==> config.mk <==
export PLATFORM = sky130hd
export DESIGN_NAME = tdm_demux4
export DESIGN_NICKNAME = d
export VERILOG_FILES = /design/src/rtl/tdm_demux4.sv
export SDC_FILE = /design/constraint.sdc
export NUM_CORES = 1
export LEC_CHECK = 0
export CAP_MARGIN = 20
export CORE_MARGIN = 1.5
export CORE_UTILIZATION = 35
export CTS_CLUSTER_SIZE = 16
export DETAILED_ROUTE_END_ITERATION = 8
export GPL_ROUTABILITY_DRIVEN = 0
export SKIP_CTS_REPAIR_TIMING = 1
export SYNTH_ARGS = -nofsm -noshare
export SYNTH_HDL_FRONTEND = slang
export SYNTH_SLANG_ARGS = --single-unit
==> constraint.sdc <==
create_clock -name clk -period 2.8 [get_ports clk]
set_input_delay 0.42 -clock clk [delete_from_list [all_inputs] [get_ports clk]]
set_output_delay 0.42 -clock clk [all_outputs]
set_load 0.005 [all_outputs]
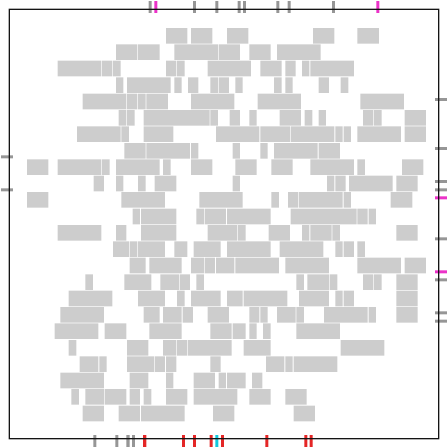
run_1/pinout.png
Pins as bars across the die edge, other pins in gray.
| port | color | pins | direction | edge |
|---|---|---|---|---|
| ch0 | magenta | 4 | output | 2 top, 2 right |
| din_vld | cyan | 1 | input | bottom |
| frame_cnt | red | 8 | output | bottom |
Die W: 70.9 µm
I/O Buffers: 34
Die Y: 70.9 µm

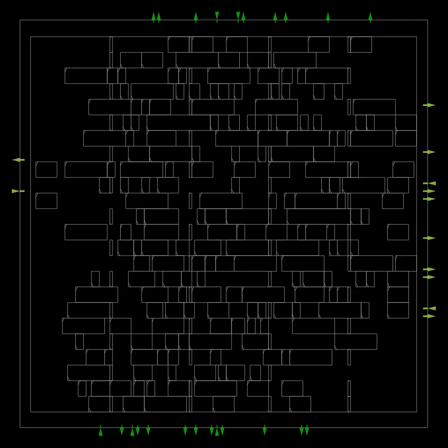
run_1/placed.png
flop share of the area: 38.3%
Util after Layout: 48.8%
Layout Cells excl Fill: 263
fillers: 437

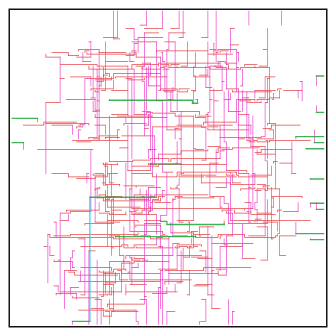
run_1/layers.png
| layer | color | wire length |
|---|---|---|
| M4 | cyan | 27.9 µm |
| M3 | green | 120 µm |
| M2 | magenta | 1460 µm |
| M1 | red | 1620 µm |
vias: 1248
Total GRT Usage: 13.5%
Routed wire per std cell: 12.3 µm
DRT Wirelength: 3230 µm

==> notes.md, run 1 <==
run results: invs w/o clock 3, met3 Use GR 2.99%, Synthesized Nets 188, Rel. slew slack 60.2%, XOR/XNOR Area Share 3.26%, P_clk 567 µW, Flops 41, Final setup viols 0, bufs w/o clock 37, fin nets 222, NonClk Buf Share 17.5%, CTS sink count 41, CTS H-tree depth 2, CP max-delay cell dfxtp_1, Post-synth ARST share 0%, Pre-Place Util 36.8%, CP Max Fanout 5, uppermost layer routed met4, Lkg Pwr 0.000761 µW, worst path required time 2960 ps, core box area 4380 µm², wire length on met3 119 µm, Crit path largest cell delay 440 ps, Top delay family on crit path flip-flops, Comb power frac 4.2%, Cell Type Count 28, DRC 0, register area 821 µm², max_cap viols 0, FMAX 528 MHz, Dominant comb cell simple AND/OR/NAND/NOR gates, crit-path cells inv_1, ha_1, and4bb_2, o21ai_2, mux2i_1, nor2_1, CTS tree yes, AND-OR/OR-AND share of the synthesized area 8.84%, clk_skew 8.12 ps, status complete, no violations, Critical Path Source Type flip-flop, fin crit period 1900 ps, Clock buffers and inverters, area share 6.43%
==> inputs of run 2 (changes only) <==
==> constraint.sdc (replaced) <==
create_clock -name clk -period 1.67 [get_ports clk]
set_input_delay 0.2505 -clock clk [delete_from_list [all_inputs] [get_ports clk]]
set_output_delay 0.2505 -clock clk [all_outputs]
set_load 0.005 [all_outputs]
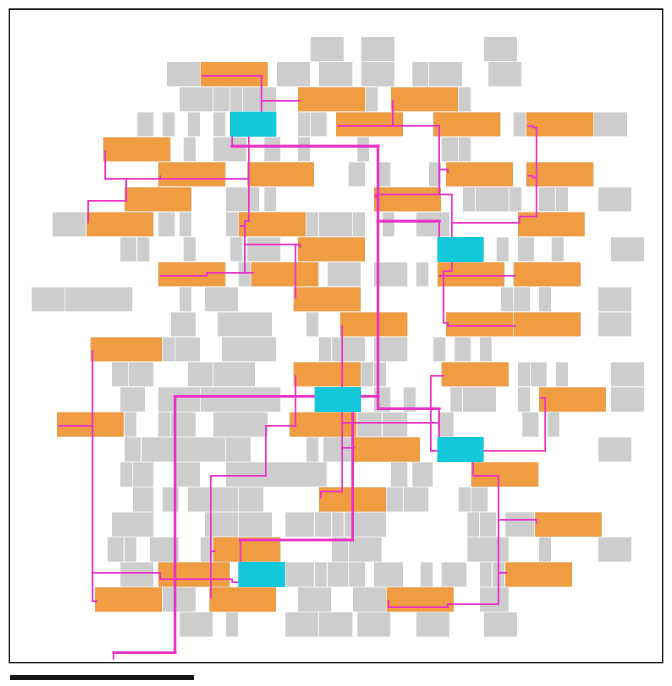
run_2/clock_wires.png
Bar = 20 µm.
[clock wires] magenta | length: 509 µm
[flip-flops] orange | count: 41
[clock-net drivers] cyan | count: 5
routed clock nets: 6
Clk pwr share: 40.9%
P_clk: 764 µW

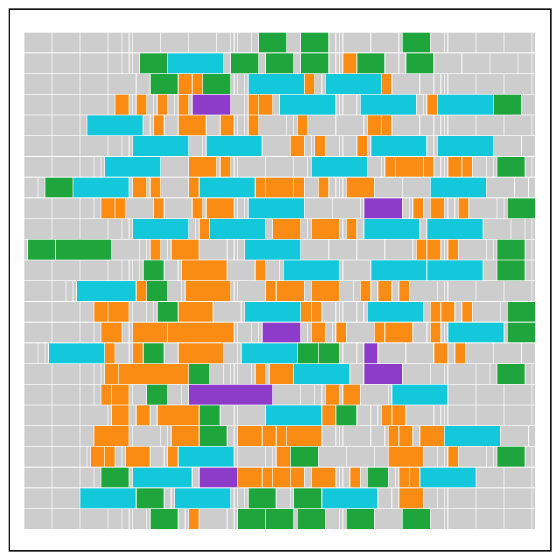
run_2/class_map.png
Fill, decap, tap and diode cells in gray.
| class | color | cells | share of their area |
|---|---|---|---|
| remaining buffers and delay cells | green | 46 | 21% |
| clock drivers and dummy loads | purple | 7 | 4.9% |
| remaining logic cells | orange | 125 | 36% |
| registers | cyan | 41 | 38% |
Core Rows: 24
Final Cell Area: 2210 µm²
core box area: 4380 µm²
Util after Layout: 50.3%

==> run 2 against run 1 <==
Flip-flop count unchanged. Register-to-register slack worse by 790 ps. Critical endpoint is now sh0[2]. Maximum frequency up 22%. Clock-buffer cell count unchanged. Synthesized area unchanged. Combinational power up 110%. Die size unchanged. Sequential power up 68%.
==> notes.md, run 2 <==
run results: Rel. slew slack 77.8%, AND-OR/OR-AND share of the synthesized area 8.84%, crit-path cells inv_1, ha_4, and4bb_2, o21ai_4, mux2i_1, nor2_1, Comb power frac 5.7%, Dominant comb cell simple AND/OR/NAND/NOR gates, NonClk Buf Share 20.1%, FMAX 644 MHz, Cell Type Count 28, vias 1288, fin nets 231, uppermost layer routed met4, worst path required time 1860 ps, status complete, no violations, Critical Path Source Type flip-flop, Top delay family on crit path flip-flops, Clock buffers and inverters, area share 4.71%, Die Y 70.9 µm, adder share 3.10%, Final setup viols 0, register area 823 µm², invs w/o clock 3, Die W 70.9 µm, CTS H-tree depth 2, CP Max Fanout 4, Flops 41, Pre-Place Util 36.8%, DRT Wirelength 3200 µm, flop share of the area 37.3%, I/O Buffers 34, clk_skew 4.02 ps, fillers 436, Lkg Pwr 0.000801 µW, XOR/XNOR Area Share 3.26%, DRC 0, wire length on met3 96 µm, n_taps 52, Total GRT Usage 13.9%, Int Pwr 1470 µW, max_cap viols 0, Routed wire per std cell 11.8 µm, fin crit period 1550 ps, bufs w/o clock 46, CTS tree yes, Post-synth ARST share 0%, CTS sink count 41, CP max-delay cell dfxtp_2, Layout Cells excl Fill 271, met3 Use GR 3.85%
No activity file was given, so power comes from the tool's default toggle rates.
